run_1/metal_density.png
The die is cut into 9 by 9 equal tiles; black is low, pale yellow is high, scaled to the fullest tile. Values are wire area over tile area, all layers added.
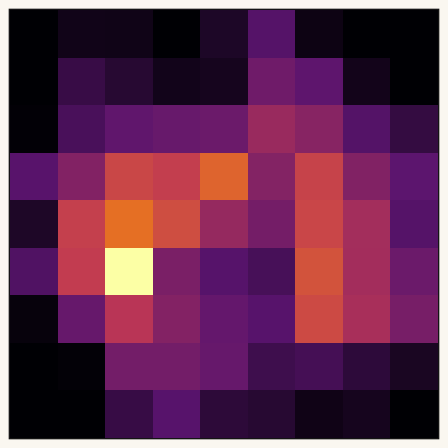
run_1/cell_density.png
The die is cut into 9 by 9 equal tiles; black is low, pale yellow is high, 0 to 100% covered.
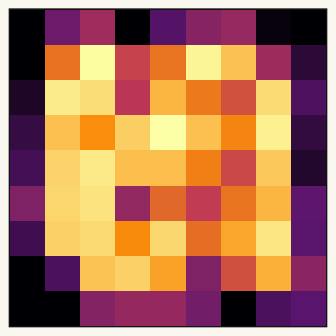
run_1/io_fan.png
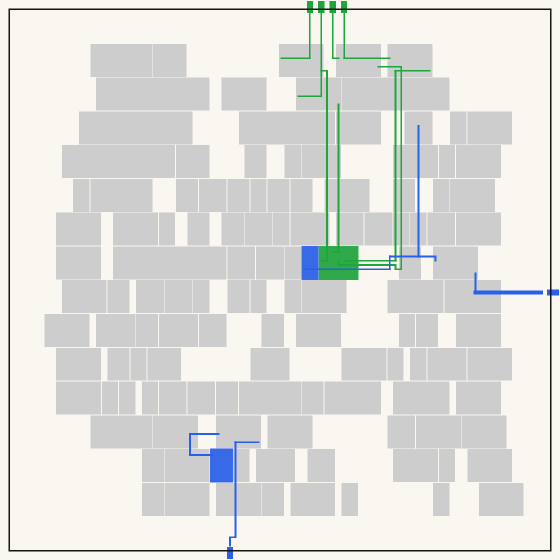
run_1/placement.png
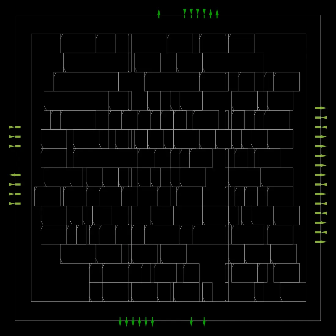
[config.mk]
export PLATFORM = sky130hd
export DESIGN_NAME = multicycle_controller_flat
export DESIGN_NICKNAME = d
export VERILOG_FILES = /design/src/rtl/multicycle_controller_if.sv /design/src/rtl/multicycle_controller.sv /design/src/flat_wrapper.sv
export SDC_FILE = /design/constraint.sdc
export NUM_CORES = 1
export LEC_CHECK = 0
export CAP_MARGIN = 20
export CORE_MARGIN = 2
export CORE_UTILIZATION = 43
export CTS_BUF_LIST = sky130_fd_sc_hd__clkbuf_8
export DETAILED_ROUTE_END_ITERATION = 6
export PLACE_DENSITY = 0.95
export SLEW_MARGIN = 20
export SYNTH_ARGS = -nofsm -noshare
export SYNTH_HDL_FRONTEND = slang
export SYNTH_SLANG_ARGS = --single-unit
export TNS_END_PERCENT = 50
[constraint.sdc]
create_clock -name clk -period 3.5 [get_ports clk]
set_input_delay 0.525 -clock clk [delete_from_list [all_inputs] [get_ports clk]]
set_output_delay 0.525 -clock clk [all_outputs]
set_load 0.02 [all_outputs]
[src/rtl/multicycle_controller_if.sv]
// -----------------------------------------------------------------------------
// multicycle_controller_if
// Bundles the instruction-field inputs, the condition/memory handshake and all
// datapath control outputs of the multicycle controller.
//   master : controller side (consumes instruction fields, drives controls)
//   slave  : datapath side (supplies instruction fields, consumes controls)
// Parameter ALU_CTL_W sets the alu_control width (>= 3).
// -----------------------------------------------------------------------------
interface multicycle_controller_if #(
    parameter int ALU_CTL_W = 3
);
    // instruction fields and status
    logic [1:0]           op;
    logic [5:0]           funct;
    logic [3:0]           rd;
    logic                 cond_ex;
    logic                 mem_ready;
    // datapath controls
    logic                 pc_write;
    logic                 adr_src;
    logic                 ir_write;
    logic                 mem_w;
    logic                 reg_w;
    logic                 alu_src_a;
    logic [1:0]           alu_src_b;
    logic [1:0]           result_src;
    logic [1:0]           imm_src;
    logic [1:0]           reg_src;
    logic [ALU_CTL_W-1:0] alu_control;
    logic [1:0]           flag_w;
    logic                 shift_flag;
    logic                 trap;

    modport master (
        input  op, funct, rd, cond_ex, mem_ready,
        output pc_write, adr_src, ir_write, mem_w, reg_w, alu_src_a, alu_src_b,
               result_src, imm_src, reg_src, alu_control, flag_w, shift_flag, trap
    );

    modport slave (
        output op, funct, rd, cond_ex, mem_ready,
        input  pc_write, adr_src, ir_write, mem_w, reg_w, alu_src_a, alu_src_b,
               result_src, imm_src, reg_src, alu_control, flag_w, shift_flag, trap
    );
endinterface

[src/rtl/multicycle_controller.sv]
// -----------------------------------------------------------------------------
// multicycle_controller
// Moore-style FSM sequencing a shared multicycle datapath (single memory, one
// ALU, register file). Each instruction walks FETCH/DECODE and then a
// class-specific path; the FETCH, MEMRD and MEMWR states stall on mem_ready.
//
// Ports:
//   clk    : rising-edge clock
//   rst_n  : asynchronous active-low reset (state -> FETCH, all outputs 0)
//   bus    : multicycle_controller_if.master
//            in  : op, funct, rd, cond_ex, mem_ready
//            out : pc_write, adr_src, ir_write, mem_w, reg_w, alu_src_a,
//                  alu_src_b, result_src, imm_src, reg_src, alu_control,
//                  flag_w, shift_flag, trap
//
// Parameters:
//   ALU_CTL_W : alu_control width (>= 3, encoding zero-extended)
//   STATE_W   : state register width (>= 4)
//
// Configuration macro:
//   MC_ILLEGAL_TRAP_EN : when defined, op==3 in DECODE enters a TRAP state that
//                        raises trap and is left only through reset. When
//                        undefined, op==3 behaves as a NOP and trap is tied 0.
//
// Outputs are decoded directly from the state register (plus cond_ex,
// mem_ready and the instruction fields) so that a stall, a suppressed write or
// a reset takes effect within the current cycle.
// -----------------------------------------------------------------------------
module multicycle_controller #(
    parameter int ALU_CTL_W = 3,
    parameter int STATE_W   = 4
) (
    input  logic                   clk,
    input  logic                   rst_n,
    multicycle_controller_if.master bus
);

    typedef enum logic [STATE_W-1:0] {
        S_FETCH,
        S_DECODE,
        S_MEMADR,
        S_MEMRD,
        S_MEMWB,
        S_MEMWR,
        S_EXECR,
        S_EXECI,
        S_ALUWB,
        S_BRANCH
`ifdef MC_ILLEGAL_TRAP_EN
        , S_TRAP
`endif
    } state_t;

    // data-processing command field values
    localparam logic [3:0] CMD_AND = 4'b0000;
    localparam logic [3:0] CMD_EOR = 4'b0001;
    localparam logic [3:0] CMD_SUB = 4'b0010;
    localparam logic [3:0] CMD_ADD = 4'b0100;
    localparam logic [3:0] CMD_ADC = 4'b0101;
    localparam logic [3:0] CMD_TST = 4'b1000;
    localparam logic [3:0] CMD_CMP = 4'b1010;
    localparam logic [3:0] CMD_CMN = 4'b1011;
    localparam logic [3:0] CMD_ORR = 4'b1100;
    localparam logic [3:0] CMD_LSL = 4'b1101;

    // ALU operation encoding
    localparam logic [2:0] ALU_ADD = 3'b000;
    localparam logic [2:0] ALU_SUB = 3'b001;
    localparam logic [2:0] ALU_AND = 3'b010;
    localparam logic [2:0] ALU_ORR = 3'b011;
    localparam logic [2:0] ALU_ADC = 3'b100;
    localparam logic [2:0] ALU_EOR = 3'b111;

    // Maps a data-processing command to the ALU operation; unknown commands add.
    function automatic logic [2:0] cmd_to_alu(input logic [3:0] cmd);
        logic [2:0] alu;
        case (cmd)
            CMD_ADD: alu = ALU_ADD;
            CMD_SUB: alu = ALU_SUB;
            CMD_AND: alu = ALU_AND;
            CMD_ORR: alu = ALU_ORR;
            CMD_CMP: alu = ALU_SUB;
            CMD_TST: alu = ALU_AND;
            CMD_CMN: alu = ALU_ADD;
            CMD_ADC: alu = ALU_ADC;
            CMD_EOR: alu = ALU_EOR;
            CMD_LSL: alu = ALU_ADD;
            default: alu = ALU_ADD;
        endcase
        return alu;
    endfunction

    // Commands whose carry/overflow come from the adder (C and V meaningful).
    function automatic logic cmd_is_arith(input logic [3:0] cmd);
        logic arith;
        case (cmd)
            CMD_ADD: arith = 1'b1;
            CMD_SUB: arith = 1'b1;
            CMD_CMP: arith = 1'b1;
            CMD_CMN: arith = 1'b1;
            CMD_ADC: arith = 1'b1;
            default: arith = 1'b0;
        endcase
        return arith;
    endfunction

    // Compare/test commands only update flags, never the register file.
    function automatic logic cmd_is_flag_only(input logic [3:0] cmd);
        logic fo;
        case (cmd)
            CMD_CMP: fo = 1'b1;
            CMD_TST: fo = 1'b1;
            CMD_CMN: fo = 1'b1;
            default: fo = 1'b0;
        endcase
        return fo;
    endfunction

    state_t               state_r;
    state_t               state_next_s;

    logic [3:0]           cmd_s;
    logic                 s_bit_s;
    logic                 rd_is_pc_s;

    logic                 pc_write_s;
    logic                 adr_src_s;
    logic                 ir_write_s;
    logic                 mem_w_s;
    logic                 reg_w_s;
    logic                 alu_src_a_s;
    logic [1:0]           alu_src_b_s;
    logic [1:0]           result_src_s;
    logic [1:0]           imm_src_s;
    logic [1:0]           reg_src_s;
    logic [ALU_CTL_W-1:0] alu_control_s;
    logic [1:0]           flag_w_s;
    logic                 shift_flag_s;
    logic                 trap_s;

    assign cmd_s      = bus.funct[4:1];
    assign s_bit_s    = bus.funct[0];
    assign rd_is_pc_s = (bus.rd == 4'd15);

    // State register: asynchronous reset returns to FETCH.
    always_ff @(posedge clk or negedge rst_n) begin
        if (!rst_n) begin
            state_r <= S_FETCH;
        end else begin
            state_r <= state_next_s;
        end
    end

    // Next-state logic.
    always_comb begin
        state_next_s = S_FETCH;
        case (state_r)
            S_FETCH:  state_next_s = bus.mem_ready ? S_DECODE : S_FETCH;
            S_DECODE: begin
                case (bus.op)
                    2'd0:    state_next_s = bus.funct[5] ? S_EXECI : S_EXECR;
                    2'd1:    state_next_s = S_MEMADR;
                    2'd2:    state_next_s = S_BRANCH;
`ifdef MC_ILLEGAL_TRAP_EN
                    2'd3:    state_next_s = S_TRAP;
`else
                    2'd3:    state_next_s = S_FETCH;
`endif
                    default: state_next_s = S_FETCH;
                endcase
            end
            S_MEMADR: state_next_s = s_bit_s ? S_MEMRD : S_MEMWR;
            S_MEMRD:  state_next_s = bus.mem_ready ? S_MEMWB : S_MEMRD;
            S_MEMWB:  state_next_s = S_FETCH;
            S_MEMWR:  state_next_s = bus.mem_ready ? S_FETCH : S_MEMWR;
            S_EXECR:  state_next_s = S_ALUWB;
            S_EXECI:  state_next_s = S_ALUWB;
            S_ALUWB:  state_next_s = S_FETCH;
            S_BRANCH: state_next_s = S_FETCH;
`ifdef MC_ILLEGAL_TRAP_EN
            S_TRAP:   state_next_s = S_TRAP;
`endif
            default:  state_next_s = S_FETCH;
        endcase
    end

    // Per-state datapath controls; cond_ex gates every architectural write.
    always_comb begin
        pc_write_s    = 1'b0;
        adr_src_s     = 1'b0;
        ir_write_s    = 1'b0;
        mem_w_s       = 1'b0;
        reg_w_s       = 1'b0;
        alu_src_a_s   = 1'b0;
        alu_src_b_s   = 2'd0;
        result_src_s  = 2'd0;
        imm_src_s     = 2'd0;
        reg_src_s     = 2'd0;
        alu_control_s = ALU_CTL_W'(ALU_ADD);
        flag_w_s      = 2'd0;
        shift_flag_s  = 1'b0;
        trap_s        = 1'b0;
        case (state_r)
            S_FETCH: begin
                // PC+4 is computed and written back as soon as the fetch completes
                alu_src_a_s  = 1'b1;
                alu_src_b_s  = 2'd2;
                result_src_s = 2'd2;
                ir_write_s   = bus.mem_ready;
                pc_write_s   = bus.mem_ready;
            end
            S_DECODE: begin
                // PC+8 precomputed into ALUOut for branch-relative use
                alu_src_a_s = 1'b1;
                alu_src_b_s = 2'd2;
            end
            S_MEMADR: begin
                alu_src_b_s = 2'd1;
                imm_src_s   = 2'd1;
            end
            S_MEMRD: begin
                adr_src_s = 1'b1;
            end
            S_MEMWB: begin
                result_src_s = 2'd1;
                reg_w_s      = bus.cond_ex;
            end
            S_MEMWR: begin
                adr_src_s = 1'b1;
                reg_src_s = 2'b10;
                mem_w_s   = bus.cond_ex;
            end
            S_EXECR, S_EXECI: begin
                alu_src_b_s   = (state_r == S_EXECI) ? 2'd1 : 2'd0;
                alu_control_s = ALU_CTL_W'(cmd_to_alu(cmd_s));
                flag_w_s[1]   = s_bit_s & bus.cond_ex;
                flag_w_s[0]   = s_bit_s & bus.cond_ex & cmd_is_arith(cmd_s);
                shift_flag_s  = (cmd_s == CMD_LSL);
            end
            S_ALUWB: begin
                result_src_s = 2'd0;
                reg_w_s      = bus.cond_ex & ~cmd_is_flag_only(cmd_s);
            end
            S_BRANCH: begin
                reg_src_s    = 2'b01;
                imm_src_s    = 2'd2;
                alu_src_b_s  = 2'd1;
                result_src_s = 2'd2;
                pc_write_s   = bus.cond_ex;
            end
`ifdef MC_ILLEGAL_TRAP_EN
            S_TRAP: begin
                trap_s = 1'b1;
            end
`endif
            default: begin
                trap_s = 1'b0;
            end
        endcase
        // A register write to r15 redirects the result into the PC.
        pc_write_s = pc_write_s | (reg_w_s & rd_is_pc_s);
    end

    // While reset is held every enable, strobe and select is forced low,
    // including the FETCH defaults the state register already points at.
    assign bus.pc_write    = pc_write_s   & rst_n;
    assign bus.adr_src     = adr_src_s    & rst_n;
    assign bus.ir_write    = ir_write_s   & rst_n;
    assign bus.mem_w       = mem_w_s      & rst_n;
    assign bus.reg_w       = reg_w_s      & rst_n;
    assign bus.alu_src_a   = alu_src_a_s  & rst_n;
    assign bus.alu_src_b   = alu_src_b_s  & {2{rst_n}};
    assign bus.result_src  = result_src_s & {2{rst_n}};
    assign bus.imm_src     = imm_src_s    & {2{rst_n}};
    assign bus.reg_src     = reg_src_s    & {2{rst_n}};
    assign bus.alu_control = alu_control_s & {ALU_CTL_W{rst_n}};
    assign bus.flag_w      = flag_w_s     & {2{rst_n}};
    assign bus.shift_flag  = shift_flag_s & rst_n;
    assign bus.trap        = trap_s       & rst_n;

endmodule

[src/flat_wrapper.sv]
// flat-port wrapper written by rule: the top's interface ports become plain ports
module multicycle_controller_flat 
#(
    parameter int ALU_CTL_W = 3,
    parameter int STATE_W   = 4
)
  (clk, rst_n, bus_op, bus_funct, bus_rd, bus_cond_ex, bus_mem_ready, bus_pc_write, bus_adr_src, bus_ir_write, bus_mem_w, bus_reg_w, bus_alu_src_a, bus_alu_src_b, bus_result_src, bus_imm_src, bus_reg_src, bus_alu_control, bus_flag_w, bus_shift_flag, bus_trap);
  multicycle_controller_if #(.ALU_CTL_W(ALU_CTL_W)) bus_i ();
  input  logic clk;
  input  logic rst_n;
  input wire logic [$bits(bus_i.op)-1:0] bus_op;
  input wire logic [$bits(bus_i.funct)-1:0] bus_funct;
  input wire logic [$bits(bus_i.rd)-1:0] bus_rd;
  input wire logic [$bits(bus_i.cond_ex)-1:0] bus_cond_ex;
  input wire logic [$bits(bus_i.mem_ready)-1:0] bus_mem_ready;
  output wire logic [$bits(bus_i.pc_write)-1:0] bus_pc_write;
  output wire logic [$bits(bus_i.adr_src)-1:0] bus_adr_src;
  output wire logic [$bits(bus_i.ir_write)-1:0] bus_ir_write;
  output wire logic [$bits(bus_i.mem_w)-1:0] bus_mem_w;
  output wire logic [$bits(bus_i.reg_w)-1:0] bus_reg_w;
  output wire logic [$bits(bus_i.alu_src_a)-1:0] bus_alu_src_a;
  output wire logic [$bits(bus_i.alu_src_b)-1:0] bus_alu_src_b;
  output wire logic [$bits(bus_i.result_src)-1:0] bus_result_src;
  output wire logic [$bits(bus_i.imm_src)-1:0] bus_imm_src;
  output wire logic [$bits(bus_i.reg_src)-1:0] bus_reg_src;
  output wire logic [$bits(bus_i.alu_control)-1:0] bus_alu_control;
  output wire logic [$bits(bus_i.flag_w)-1:0] bus_flag_w;
  output wire logic [$bits(bus_i.shift_flag)-1:0] bus_shift_flag;
  output wire logic [$bits(bus_i.trap)-1:0] bus_trap;
  assign bus_i.op = bus_op;
  assign bus_i.funct = bus_funct;
  assign bus_i.rd = bus_rd;
  assign bus_i.cond_ex = bus_cond_ex;
  assign bus_i.mem_ready = bus_mem_ready;
  assign bus_pc_write = bus_i.pc_write;
  assign bus_adr_src = bus_i.adr_src;
  assign bus_ir_write = bus_i.ir_write;
  assign bus_mem_w = bus_i.mem_w;
  assign bus_reg_w = bus_i.reg_w;
  assign bus_alu_src_a = bus_i.alu_src_a;
  assign bus_alu_src_b = bus_i.alu_src_b;
  assign bus_result_src = bus_i.result_src;
  assign bus_imm_src = bus_i.imm_src;
  assign bus_reg_src = bus_i.reg_src;
  assign bus_alu_control = bus_i.alu_control;
  assign bus_flag_w = bus_i.flag_w;
  assign bus_shift_flag = bus_i.shift_flag;
  assign bus_trap = bus_i.trap;
  multicycle_controller #(.ALU_CTL_W(ALU_CTL_W), .STATE_W(STATE_W)) u_core (.clk(clk), .rst_n(rst_n), .bus(bus_i));
endmodule
==> results.ini, run 1 <==
[routing]
drt_iter0_drc=21
met3_length_um=72
avgRoutedWirePerCell_um=14.0
firstDrtPassIters=4
drc=0
vias_per_cell=5.68
ant_nets=0
finalWirelength_um=1970
dr_wl_met2_um=1030
top_layer=met4
wl_met1_um=817

[power]
clock_power_uw=98.1
ir_worst_vdd_uv=340
fin_total_pwr_uw=561
comb_power_uw=332
power_frac_seq=0.234
pwr-share-clk=0.175
p_int_uw=296
p_sw_uw=265
power_frac_comb=0.591

[synth]
top_area_frac=0.149
fp_nets=114
netlist_instances=94
top_area_cell=dfrtp_1
aoi_share=0.149
numSynthFlops=4
adder_share=0.0746
synth.logic.top_family=simple AND/OR/NAND/NOR gates
ys_seq_share=0.149
syn_area_um2=671
synth.area.top_cells=dfrtp_1, nor2_1, ha_1
ff_type=dfrtp_1
yosys_area_um2=671
yosys_warnings=0
mux_share=0.0149
edf_count=0
avgSynthCellArea_um2=7.13

[setup_path]
crit-reg2reg-launch=u_core.state_r[1]$_DFF_PN0_
r2r-end=u_core.state_r[3]$_DFF_PN0_
path_depth=8
cp_num_buf_inv=3
r2r_cells=4
arrival_ns=2.85
slowest_stage=clkdlybuf4s50_1
critPathMostFrequentCell=clkdlybuf4s50_1
end_kind=output pin
crit_end=bus_pc_write
startpoint_type=input port
startpoint=bus_funct[2]
required_ns=2.97
critPathTopFamily=buffers and inverters
cp_slowest_stage_delay_ns=0.60
reg2reg_slack_ns=2.09
crit_chain=clkdlybuf4s50_1 -> inv_1 -> ha_1 -> nor3_2 -> nor4b_4 -> nor4_4 -> a22o_1 -> clkdlybuf4s50_1

[worst_hold_path]
worstHoldStart=u_core.state_r[2]$_DFF_PN0_
hp-class=flop to flop
whs_path_depth=1
holdPathEnd=u_core.state_r[1]$_DFF_PN0_

[place]
place_ws_ns=0.148
place_area_um2=998
dp_hpwl_um=1550
dp.cells=138
gp_congestion=0.852

[grt]
grt_pass1_vias=722
grtUsageTotal=0.226
met2_usage=0.427
use_met3=0.0250
grt_max_degree=18
antenna_found_initial=0
grt_overflow=0
gr-usage-met1=0.244
grt_pass1_wl_um=3190

[layout]
largest_reg_flops=4
final_cell_mix=clkdlybuf4s50_1, nor2_1, nor3_1
comb_area_frac=0.483
area_dominant_class=logic gates
largestRegisters=u_core.state_r (4)
nonClkBufAreaFrac=0.344
lay_top_count=clkdlybuf4s50_1
regMostFlops=u_core.state_r
clk_share=0.0397
regArea_um2=100
buffers_excl_clock=36
areaGrowthSynthToFinish_pct=55.0
diodes=0
numSequentialCells=4
drive_gt1_frac=0.0640
logic_gates=77
nets=147
finish.instance_area_um2=1040

[flow_run]
warnings=29
drv_cap=0

[clock_network]
clock_sinks=4
clock-root-buffer=clkbuf_8
post-cts-setup-buffers=0
h-tree-depth=1
path_clk_slew_ns=0.03
clock_latency_ns=0.22
cts_tree=done
ctsHoldBuffers=0

[floorplanning]
die_area_um2=1890
nWellTaps=16
fp.dieW_um=43.5

[sta]
finalHoldViolCount=0
finalClockSkew_ns=0.00463
tightest_slew_ns=0.592
setup_violations=0
rsz0062_at_grt=no
timing.setup.tns_ns=0

[run_status]
status=complete, no violations

Back to the opening pictures, metal_density.png:
tiles over half the peak: 15%
emptiest ninth of the die: top left
densest ninth of the die: left middle

Back to the opening pictures, cell_density.png:
nearly empty tiles: 11%
mean over tiles: 54%
tiles over 75% full: 37%
fullest tile: 100%
densest ninth of the die: middle
final core occ: 0.698
FP Util: 0.450
core area: 1490 µm²

Back to the opening pictures, io_fan.png:
[green] bus_rd | direction: input | edge: top | end cells: 1 | wire: 100 µm
[blue] bus_reg_src | direction: output | edge: 1 bottom, 1 right | end cells: 2 | wire: 45.8 µm
IO Count: 37
port bufs: 35

Back to the opening pictures, placement.png:
post-route insts no fill: 141
number of fill cells in the layout: 123
# rows: 14
Seq/total area: 0.0963

==> run 2: changes to the inputs <==
Settings changed: TNS_END_PERCENT 50 to unset.
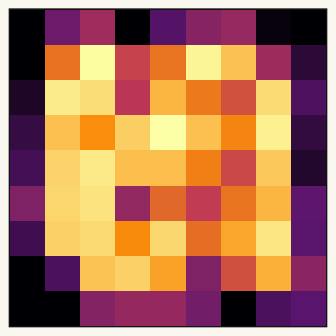
run_2/cell_density.png
The die is cut into 9 by 9 equal tiles; black is low, pale yellow is high, 0 to 100% covered.

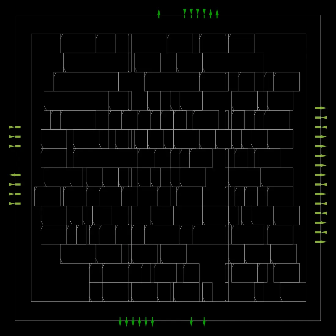
run_2/placement.png
Tap Count: 16
flop count: 4

==> results.ini, run 2 <==
[routing]
ant_nets=0  ; unchanged
drc=0  ; unchanged
vias_per_cell=5.68  ; unchanged
firstDrtPassIters=4  ; unchanged
drt_iter0_drc=21  ; unchanged
top_layer=met4
avgRoutedWirePerCell_um=14.0  ; unchanged
wl_met1_um=817  ; unchanged

[synth]
mux_share=0.0149  ; unchanged
edf_count=0  ; unchanged
yosys_warnings=0  ; unchanged
fp_nets=114  ; unchanged
ff_type=dfrtp_1
syn_area_um2=671  ; unchanged
ys_seq_share=0.149  ; unchanged
top_area_cell=dfrtp_1
synth.area.top_cells=dfrtp_1, nor2_1, ha_1
yosys_area_um2=671  ; unchanged
avgSynthCellArea_um2=7.13  ; unchanged
netlist_instances=94  ; unchanged
synth.logic.top_family=simple AND/OR/NAND/NOR gates

[place]
dp_hpwl_um=1550  ; unchanged
gp_congestion=0.852  ; unchanged
dp.cells=138  ; unchanged
portBuffers=35  ; unchanged
place_ws_ns=0.148  ; unchanged

[layout]
lay_top_count=clkdlybuf4s50_1
buffers_excl_clock=36  ; unchanged
regMostFlops=u_core.state_r
fin_cells=141  ; unchanged
nets=147  ; unchanged
nonClkBufAreaFrac=0.344  ; unchanged
final_cell_mix=clkdlybuf4s50_1, nor2_1, nor3_1
final_util=0.698  ; unchanged
finish.instance_area_um2=1040  ; unchanged
logic_gates=77  ; unchanged
regArea_um2=100  ; unchanged
sh_seq_area=0.0963  ; unchanged
largest_reg_flops=4  ; unchanged
diodes=0  ; unchanged
comb_area_frac=0.483  ; unchanged
fillers=123  ; unchanged
area_dominant_class=logic gates
clk_share=0.0397  ; unchanged
drive_gt1_frac=0.0640  ; unchanged
largestRegisters=u_core.state_r (4)

[run_status]
status=complete, no violations

[grt]
met2_usage=0.427  ; unchanged
grt_overflow=0  ; unchanged
grt_pass1_wl_um=3190  ; unchanged
grt_max_degree=18  ; unchanged
grtUsageTotal=0.226  ; unchanged
gr-usage-met1=0.244  ; unchanged

[setup_path]
path_depth=8  ; unchanged
critPathMostFrequentCell=clkdlybuf4s50_1
crit_chain=clkdlybuf4s50_1 -> inv_1 -> ha_1 -> nor3_2 -> nor4b_4 -> nor4_4 -> a22o_1 -> clkdlybuf4s50_1
r2r_cells=4  ; unchanged
cp_slowest_stage_delay_ns=0.60  ; about the same
reg2reg_slack_ns=2.09  ; about the same
critPathTopFamily=buffers and inverters
slowest_stage=clkdlybuf4s50_1
arrival_ns=2.85  ; about the same
r2r-end=u_core.state_r[3]$_DFF_PN0_
startpoint_type=input port
startpoint=bus_funct[2]

[clock_network]
cts_tree=done
post-cts-setup-buffers=0  ; unchanged
h-tree-depth=1  ; unchanged

[power]
fin_total_pwr_uw=561  ; unchanged
p_int_uw=296  ; unchanged
p_sw_uw=265  ; unchanged
power_frac_seq=0.234  ; about the same
clock_power_uw=98.1  ; about the same
ir_worst_vdd_uv=340  ; unchanged

[worst_hold_path]
worstHoldStart=u_core.state_r[2]$_DFF_PN0_
whs_path_depth=1  ; unchanged
hp-class=flop to flop
holdPathEnd=u_core.state_r[1]$_DFF_PN0_

[sta]
finalClockSkew_ns=0.00463  ; unchanged
finalHoldViolCount=0  ; unchanged
timing.setup.tns_ns=0  ; unchanged

[flow_run]
warnings=29  ; unchanged

[floorplanning]
core-area_um2=1490  ; unchanged
std_cell_rows=14  ; unchanged

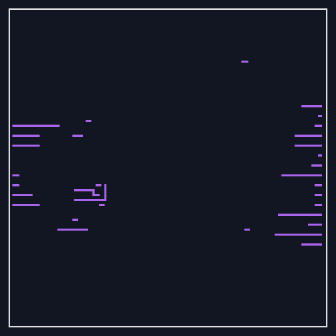
run_2/layer_met3.png
share of all routed wire: 3.7%
main direction: horizontal
wire length on this layer: 72.6 µm
DR vias: 801
DRT Wirelength: 1970 µm
met3 Usage GRT: 0.0250

run_2/io_fan.png
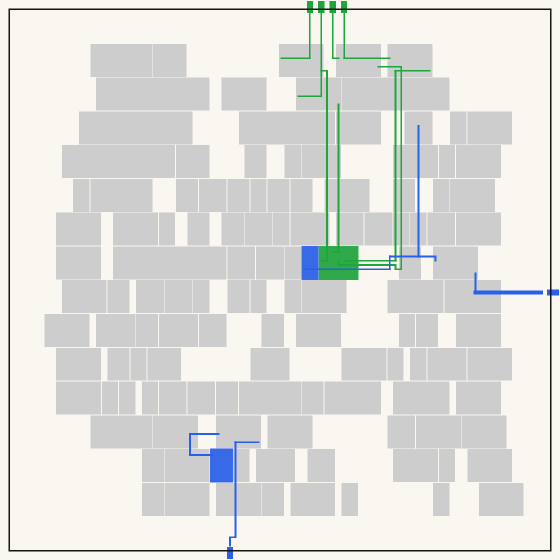

==> run 3: changes to the inputs <==
Settings changed: CELL_PAD_IN_SITES_DETAIL_PLACEMENT set to 1, CELL_PAD_IN_SITES_GLOBAL_PLACEMENT set to 2, CORE_UTILIZATION 43 to 21, SETUP_SLACK_MARGIN set to 0.15.
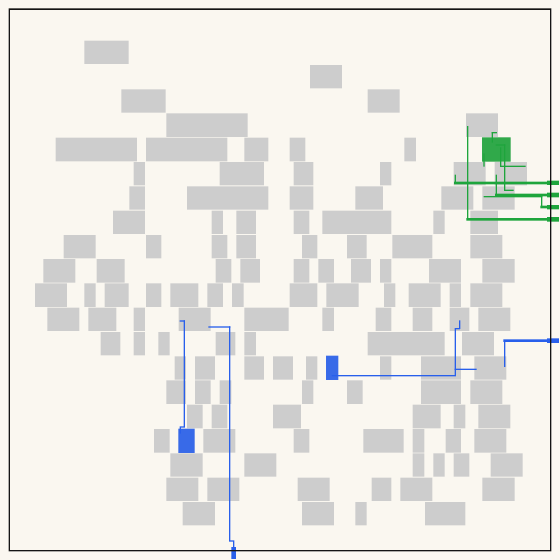
run_3/io_fan.png

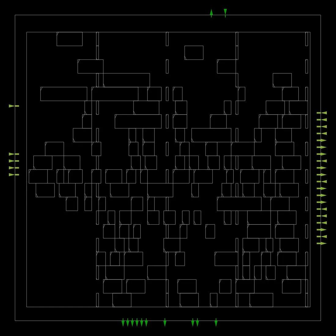
run_3/placement.png
Tap Count: 44
number of fill cells in the layout: 386
Seq/total area: 0.0930
# rows: 20

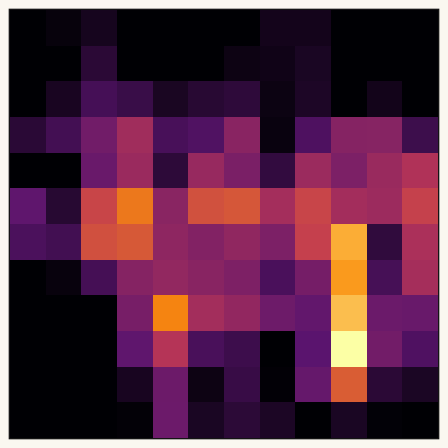
run_3/metal_density.png
The die is cut into 12 by 12 equal tiles; black is low, pale yellow is high, scaled to the fullest tile. Values are wire area over tile area, all layers added.
DRT Wirelength: 2340 µm
wire length per cell: 13.9 µm
gr usage total: 0.133
DR vias: 794

==> results.ini, run 3 <==
[setup_path]
slowest_stage=clkdlybuf4s50_1
path_depth=8  ; unchanged
r2r-end=u_core.state_r[3]$_DFF_PN0_
reg2reg_slack_ns=2.02  ; -0.07 ns
cp_slowest_stage_delay_ns=0.54  ; -0.06 ns
startpoint=bus_funct[2]
critPathTopFamily=buffers and inverters
crit_chain=clkdlybuf4s50_1 -> inv_1 -> ha_1 -> nor3_2 -> nor4b_4 -> nor4_4 -> a22o_1 -> dlygate4sd2_1

[clock_network]
h-tree-depth=1  ; unchanged
post-cts-setup-buffers=0  ; unchanged
cts_tree=done

[layout]
largest_reg_flops=4  ; unchanged
logic_gates=77  ; unchanged
area_dominant_class=logic gates
comb_area_frac=0.466  ; -0.0163
final_util=0.352  ; -0.346
fin_cells=169  ; +20%
diodes=0  ; unchanged
final_cell_mix=clkdlybuf4s50_1, nor2_1, nor3_1
regMostFlops=u_core.state_r
drive_gt1_frac=0.0640  ; unchanged
nets=147  ; unchanged
numSequentialCells=4  ; unchanged
largestRegisters=u_core.state_r (4)
lay_top_count=clkdlybuf4s50_1
finish.instance_area_um2=1080  ; +3.5%
regArea_um2=100  ; unchanged
nonClkBufAreaFrac=0.334  ; -0.0104

[worst_hold_path]
hp-class=flop to flop
whs_path_depth=1  ; unchanged
holdPathEnd=u_core.state_r[1]$_DFF_PN0_

[place]
place_ws_ns=0.133  ; -0.0149 ns
dp.cells=166  ; +20%
gp_congestion=0.830  ; -2.6%

[flow_run]
warnings=29  ; unchanged

[grt]
gr-usage-met1=0.160  ; -0.0836
grt_overflow=0  ; unchanged
use_met3=0.0213  ; -0.00368
grt_pass1_wl_um=3730  ; +17%

[power]
p_int_uw=293  ; -0.85%
ir_worst_vdd_uv=273  ; -20%
p_sw_uw=272  ; +2.5%
fin_total_pwr_uw=565  ; +0.74%
clock_power_uw=95.8  ; -2.3%
power_frac_seq=0.236  ; +0.002

[synth]
top_area_cell=dfrtp_1
yosys_area_um2=671  ; unchanged
yosys_warnings=0  ; unchanged
avgSynthCellArea_um2=7.13  ; unchanged
mux_share=0.0149  ; unchanged
fp_nets=114  ; unchanged
netlist_instances=94  ; unchanged
edf_count=0  ; unchanged
synth.area.top_cells=dfrtp_1, nor2_1, ha_1
ys_seq_share=0.149  ; unchanged
syn_area_um2=671  ; unchanged

[run_status]
status=complete, no violations

[sta]
finalHoldViolCount=0  ; unchanged
timing.setup.tns_ns=0  ; unchanged

[routing]
vias_per_cell=4.70  ; -17%
wl_met1_um=1040  ; +27%

No activity file was given, so power comes from the tool's default toggle rates.
